$ cat src/rtl/instr_cache_responder.sv
// instr_cache_responder
// Responder side of the dual-port instruction-cache read interface.
// Direct-mapped, flop-based cache with combinational lookup on two ports,
// plus a two-state refill FSM that fetches one full line on a miss.
//
// Ports:
//   clock, reset           system clock, asynchronous active-low reset
//   read[1:0]              lookup request per port
//   address_in[2]          byte address per port
//   hit[1:0]               port's word is valid this cycle
//   instr[2]               selected instruction word (0 when no hit)
//   address_out[2]         echo of address_in
//   flush                  invalidate the whole cache
//   mem_read, mem_address  registered line refill request, line-aligned
//   mem_data, mem_ready    refill line (word 0 in LSBs), single-cycle valid
//   miss_count             saturating count of refills started
//
// state | meaning
// ------+------------------------------------------------------------
// IDLE  | lookups served; a miss latches the line address and starts a refill
// REQ   | refill outstanding, mem_read held high until mem_ready
module instr_cache_responder #(
    parameter int XLEN       = 32,
    parameter int SETS       = 16,
    parameter int LINE_WORDS = 4
) (
    input  logic                       clock,
    input  logic                       reset,
    input  logic [1:0]                 read,
    input  logic [XLEN-1:0]            address_in [2],
    output logic [1:0]                 hit,
    output logic [31:0]                instr [2],
    output logic [XLEN-1:0]            address_out [2],
    input  logic                       flush,
    output logic                       mem_read,
    output logic [XLEN-1:0]            mem_address,
    input  logic [LINE_WORDS*32-1:0]   mem_data,
    input  logic                       mem_ready,
    output logic [31:0]                miss_count
);

    localparam int WB    = $clog2(LINE_WORDS);
    localparam int IB    = $clog2(SETS);
    localparam int OFF   = WB + 2;
    localparam int TAG_W = XLEN - OFF - IB;

    typedef enum logic {IDLE, REQ} state_t;

    state_t                      state;
    logic                        drop;
    logic [SETS-1:0]             valid;
    logic [TAG_W-1:0]            tag_mem  [SETS];
    logic [LINE_WORDS*32-1:0]    data_mem [SETS];

    logic [1:0]                  miss;
    logic [XLEN-1:0]             line_addr [2];
    logic [IB-1:0]               fill_idx;
    logic [TAG_W-1:0]            fill_tag;

    assign fill_idx = mem_address[OFF+IB-1:OFF];
    assign fill_tag = mem_address[XLEN-1:OFF+IB];

    for (genvar p = 0; p < 2; p++) begin : g_port
        logic [IB-1:0]             idx;
        logic [WB-1:0]             word;
        logic [TAG_W-1:0]          tag;
        logic [LINE_WORDS*32-1:0]  line;

        assign idx  = address_in[p][OFF+IB-1:OFF];
        assign word = address_in[p][OFF-1:2];
        assign tag  = address_in[p][XLEN-1:OFF+IB];
        assign line = data_mem[idx];

        assign hit[p] = read[p] & valid[idx] & (tag_mem[idx] == tag)
                        & (state == IDLE) & ~flush;
        assign instr[p]       = hit[p] ? line[word*32 +: 32] : 32'h0;
        assign address_out[p] = address_in[p];
        assign miss[p]        = read[p] & ~hit[p];
        assign line_addr[p]   = {address_in[p][XLEN-1:OFF], {OFF{1'b0}}};
    end

    always_ff @(posedge clock or negedge reset) begin
        if (!reset) begin
            state       <= IDLE;
            valid       <= '0;
            mem_read    <= 1'b0;
            mem_address <= '0;
            miss_count  <= '0;
            drop        <= 1'b0;
        end else begin
            case (state)
                IDLE: begin
                    // Port 0 wins; a different-line miss on port 1 is picked up
                    // by the re-lookup after port 0's line is installed.
                    if (miss != 2'b00) begin
                        mem_address <= miss[0] ? line_addr[0] : line_addr[1];
                        mem_read    <= 1'b1;
                        if (miss_count != '1) miss_count <= miss_count + 32'd1;
                        state       <= REQ;
                    end
                end
                REQ: begin
                    if (flush) drop <= 1'b1;
                    if (mem_ready) begin
                        if (!drop) valid[fill_idx] <= 1'b1;
                        mem_read <= 1'b0;
                        drop     <= 1'b0;
                        state    <= IDLE;
                    end
                end
                default: state <= IDLE;
            endcase
            // Placed last so a flush overrides a same-edge refill install.
            if (flush) valid <= '0;
        end
    end

    // Tag/data arrays carry no reset; valid bits alone qualify them.
    always_ff @(posedge clock) begin
        if (state == REQ && mem_ready) begin
            tag_mem[fill_idx]  <= fill_tag;
            data_mem[fill_idx] <= mem_data;
        end
    end

endmodule

$ cat config.mk
export PLATFORM = sky130hd
export DESIGN_NAME = instr_cache_responder
export DESIGN_NICKNAME = d
export VERILOG_FILES = /design/src/rtl/instr_cache_responder.sv
export SDC_FILE = /design/constraint.sdc
export NUM_CORES = 2
export LEC_CHECK = 0
export CORE_MARGIN = 1.5
export CORE_UTILIZATION = 40
export CTS_CLUSTER_SIZE = 30
export DETAILED_ROUTE_END_ITERATION = 8
export MAX_ROUTING_LAYER = met4
export PLACE_DENSITY = 0.64
export SETUP_SLACK_MARGIN = 0.3
export SLEW_MARGIN = 20
export SYNTH_ARGS = -nofsm -noshare
export SYNTH_HDL_FRONTEND = slang
export SYNTH_SLANG_ARGS = --single-unit
export TNS_END_PERCENT = 10
$ cat constraint.sdc
create_clock -name clock -period 34.8 [get_ports clock]
set_clock_uncertainty 0.1 [all_clocks]
set_input_delay 3.48 -clock clock [delete_from_list [all_inputs] [get_ports clock]]
set_output_delay 3.48 -clock clock [all_outputs]
set_load 0.05 [all_outputs]
Metal 3:
Scale: 1 px per um.
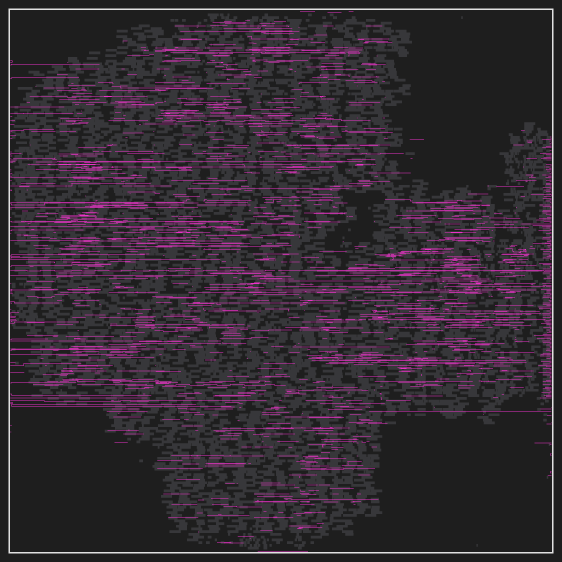
longest straight run: 266 um
nets with wire on the layer: 813
main direction: horizontal
DR vias: 60900
final WL: 333 mm
met3 GRT Util: 5.91%

Cell classes on the final placement:
Scale: 1 px per um.
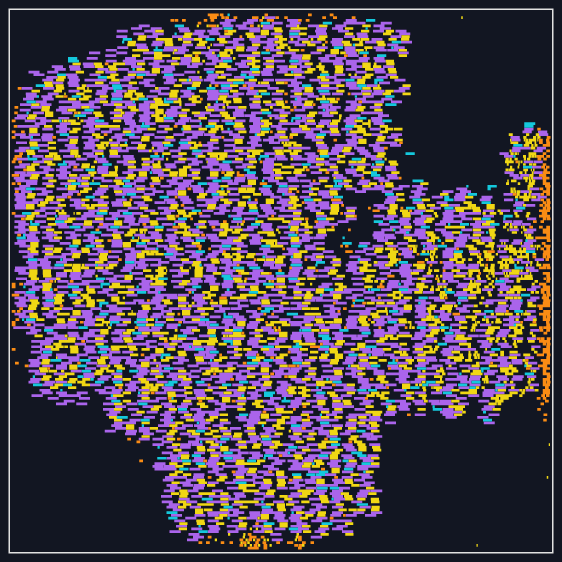
| colour | class | cells | share of their area |
|---|---|---|---|
| yellow | all other logic | 2212 | 31% |
| cyan | clock drivers and dummy loads | 494 | 7.0% |
| purple | flip-flops | 2511 | 59% |
| orange | other buffers and delay cells | 506 | 3.9% |
Seq/total area: 56.4%
Design Area, Final: 0.133 mm2
final design utilization: 46.1%
total core area: 0.289 mm2
std cell rows: 197

Where the registers sit:
Scale: 1 px per um. Other sequential cells in the stronger grey, the rest of the logic in the fainter grey.
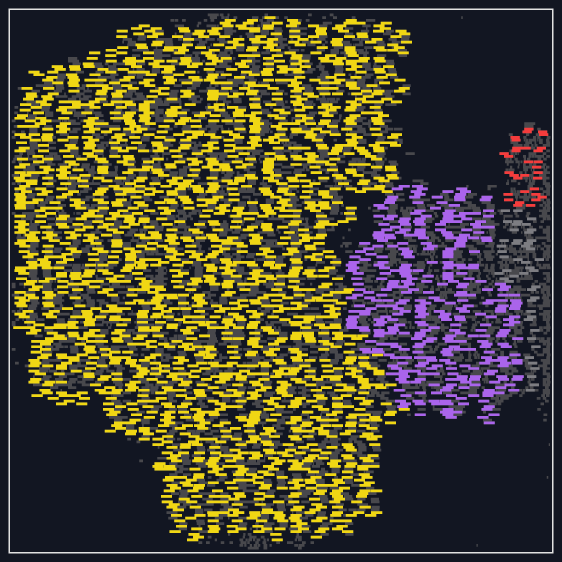
| colour | name in the netlist | sequential cells |
|---|---|---|
| yellow | data_mem | 2048 |
| red | miss_count | 32 |
| purple | tag_mem | 384 |
Seq power: 3.52 mW
Register Area: 0.0750 mm2

Cell outlines without signal wires:
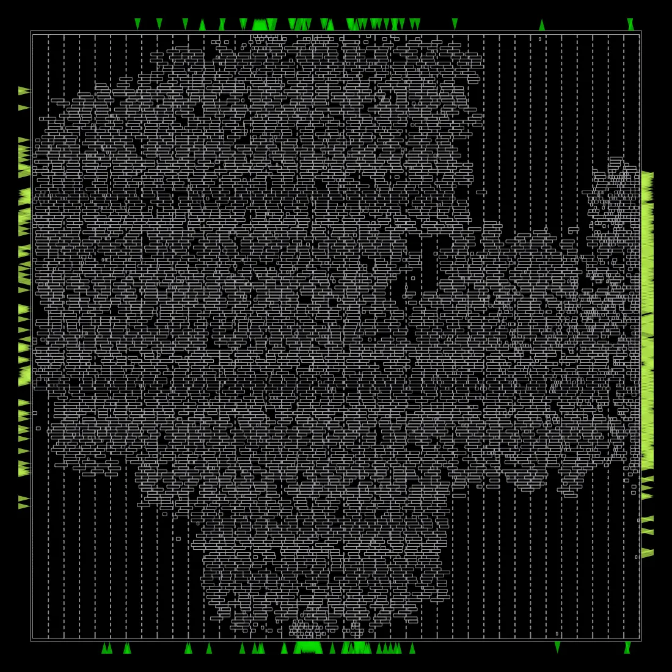
Layout Cells excl Fill: 9660
flop count: 2511
tap cells: 3880
# fillers: 23700

==> impl_metrics.ini <==
; implementation run metrics
[grt]
grt_pass1_wl_mm = 472
grt_start_max_net_pins = 143
grt_overflow = 0
antenna_found_initial = 78
grt_pass1_vias = 62400

[run]
warnings = 37
cap_violations = 0

[power_and_ir_drop]
p_per_area_mw_per_mm2 = 54.0
p_leak_nw = 40.9
p_int_mw = 5.46
p_comb_share_pct = 10.2
netSwitchingPower_mw = 1.72
p_total_mw = 7.19
maxPowerGroup = registers
seqPwrFrac_pct = 49.0
power_frac_clock_pct = 40.7
p_comb_mw = 0.736

[final_timing]
max_freq_mhz = 67.4
timing.final.crit_share_pct = 42.6
finalMaxSlewViolations = 0
tightest_slew_ns = 1.38
relSlewSlack_pct = 7.96
fin_crit_ns = 14.84
setup_tns_ns = 0
rsz0062_at_grt = false

[worst_setup_path]
critPathBufInv = 7
max_stage_delay_ns = 0.88
slowest_stage = buf_4
critPathRequiredTime_ns = 31.22
worstSetupEndpointType = output port
cp_top_family = buffers and inverters
crit_type = primary input to output port
crit_arrival_ns = 11.26
crit_fanout = 103
path_cells = buf_8, buf_12, buf_4, buf_4, buf_12, buf_4, mux4_2, mux4_2, mux4_2, nor2b_1, clkdlybuf4s50_1

[floorplan]
io_pins = 393
die-width_um = 542
fp-utilization_pct = 40.3

[clock_tree]
htreeDepth = 5
tritoncts = yes
post_cts_buffers = 0
clk-insertion-delay-late_ns = 0.88
cts_resized = 0
cts_buffers = 280
clock_sinks = 2511
clk_path_buf_depth = 4
clock_tree.root_cell = clkbuf_16

[logic_synthesis]
netlist_area_mm2 = 0.116
largest_area_cell = edfxtp_1
common_cells = edfxtp_1 (2432), mux4_2 (1521), clkbuf_1 (187)
most_common_cell = edfxtp_1
avgSynthCellArea_um2 = 22.4
topCellsByArea = edfxtp_1 (63%), mux4_2 (29%), dfrtp_1 (1.7%), mux2i_1 (0.91%), clkbuf_1 (0.60%)
async_flop_share_pct = 3.15
edf_count = 2432
yosysWarningCount = 0
yosysChipArea_mm2 = 0.116
ys_seq_share_pct = 64.5
yosys_most_used_dff = edfxtp_1
ys_ff = 2511

[finish]
comb_area_mm2 = 0.0391
layout-drive-gt1-share_pct = 36.4
layout_top_cells = edfxtp_1 (2432), mux4_2 (1521), clkdlybuf4s50_1 (367), clkbuf_16 (285), buf_4 (115)
final_common_cell = edfxtp_1
finalNetCount = 5710

[detailed_routing]
post_drt_wl_per_cell_um = 34.5
wl_met3_mm = 34.9
highest_layer = met4
drt-met1-wl_mm = 135
first_pass_iters = 5
viasPerCell = 6.31
dr_wl_met2_mm = 155
drc_errors = 0
antenna_left = 0

[placed_design]
numPortBuffers = 380
gp_congestion = 0.795
hpwl_mm = 187

[hold_path]
min_path_type = flop to flop

[status]
status = completed
==> metal layers <==
layer,track usage (%),up-vias
met5,-,-
met4,5.79,0
met3,5.91,464
met2,34.6,3255
met1,32.3,33500
li1,-,23800
==> path summary, 6_finish.rpt <==
kind                                 from               to  slack, ns  cells past startpoint
setup / recovery           address_in[36]        instr[53]      19.96                     11
hold / removal             miss_count[29]   miss_count[29]       0.39                      1
setup reg to reg           tag_mem[10][7]    miss_count[1]      29.62                     10
hold reg to reg            miss_count[29]   miss_count[29]       0.39                      1
max in group asynchronous           reset   miss_count[26]      31.23                      1
min in group asynchronous           reset  mem_address[24]       2.69                      1
==> final cells by class <==
cell class / instances / area share (%)
well taps: 3880 / 3.65
diodes: 57 / 0.107
inverters: 11 / 0.0367
flip-flops and latches: 2511 / 56.4
repair buffers: 506 / 3.73
clock buffers: 347 / 5.54
clock inverters: 147 / 1.18
multi-input cells: 2201 / 29.4
==> sequential cells by signal (all words and copies together), names as in the netlist <==
name         flops
drop             1
valid           16
mem_address     28
tag_mem        384
mem_read         1
state            1
miss_count      32
data_mem      2048
==> cell families (layout without fill, tap and decap cells) <==
family	count (synthesis)	after routing	share of synthesized area, %
XOR/XNOR	87	87	0.655
multiplexers	1637	1637	30.5
flip-flops	2511	2511	64.5
other	1	61	0.00323
AND/OR/NAND/NOR	314	314	1.38
AND-OR/OR-AND	158	158	0.935
buffers and inverters	483	1011	2.02
adder cells (fa/ha/maj)	1	1	0.0108
==> per-stage QoR <==
stage,worst slack [ns],cells,area [um2]
after floorplan,19.63,5195,116000
after detailed placement,19.70,9108,124000
after global routing,19.24,9649,133000
after global placement,19.71,9107,124000
after CTS,19.69,9602,133000
final,19.96,9660,133000
Power figures rest on the tool's default switching activity, not on a simulated workload.
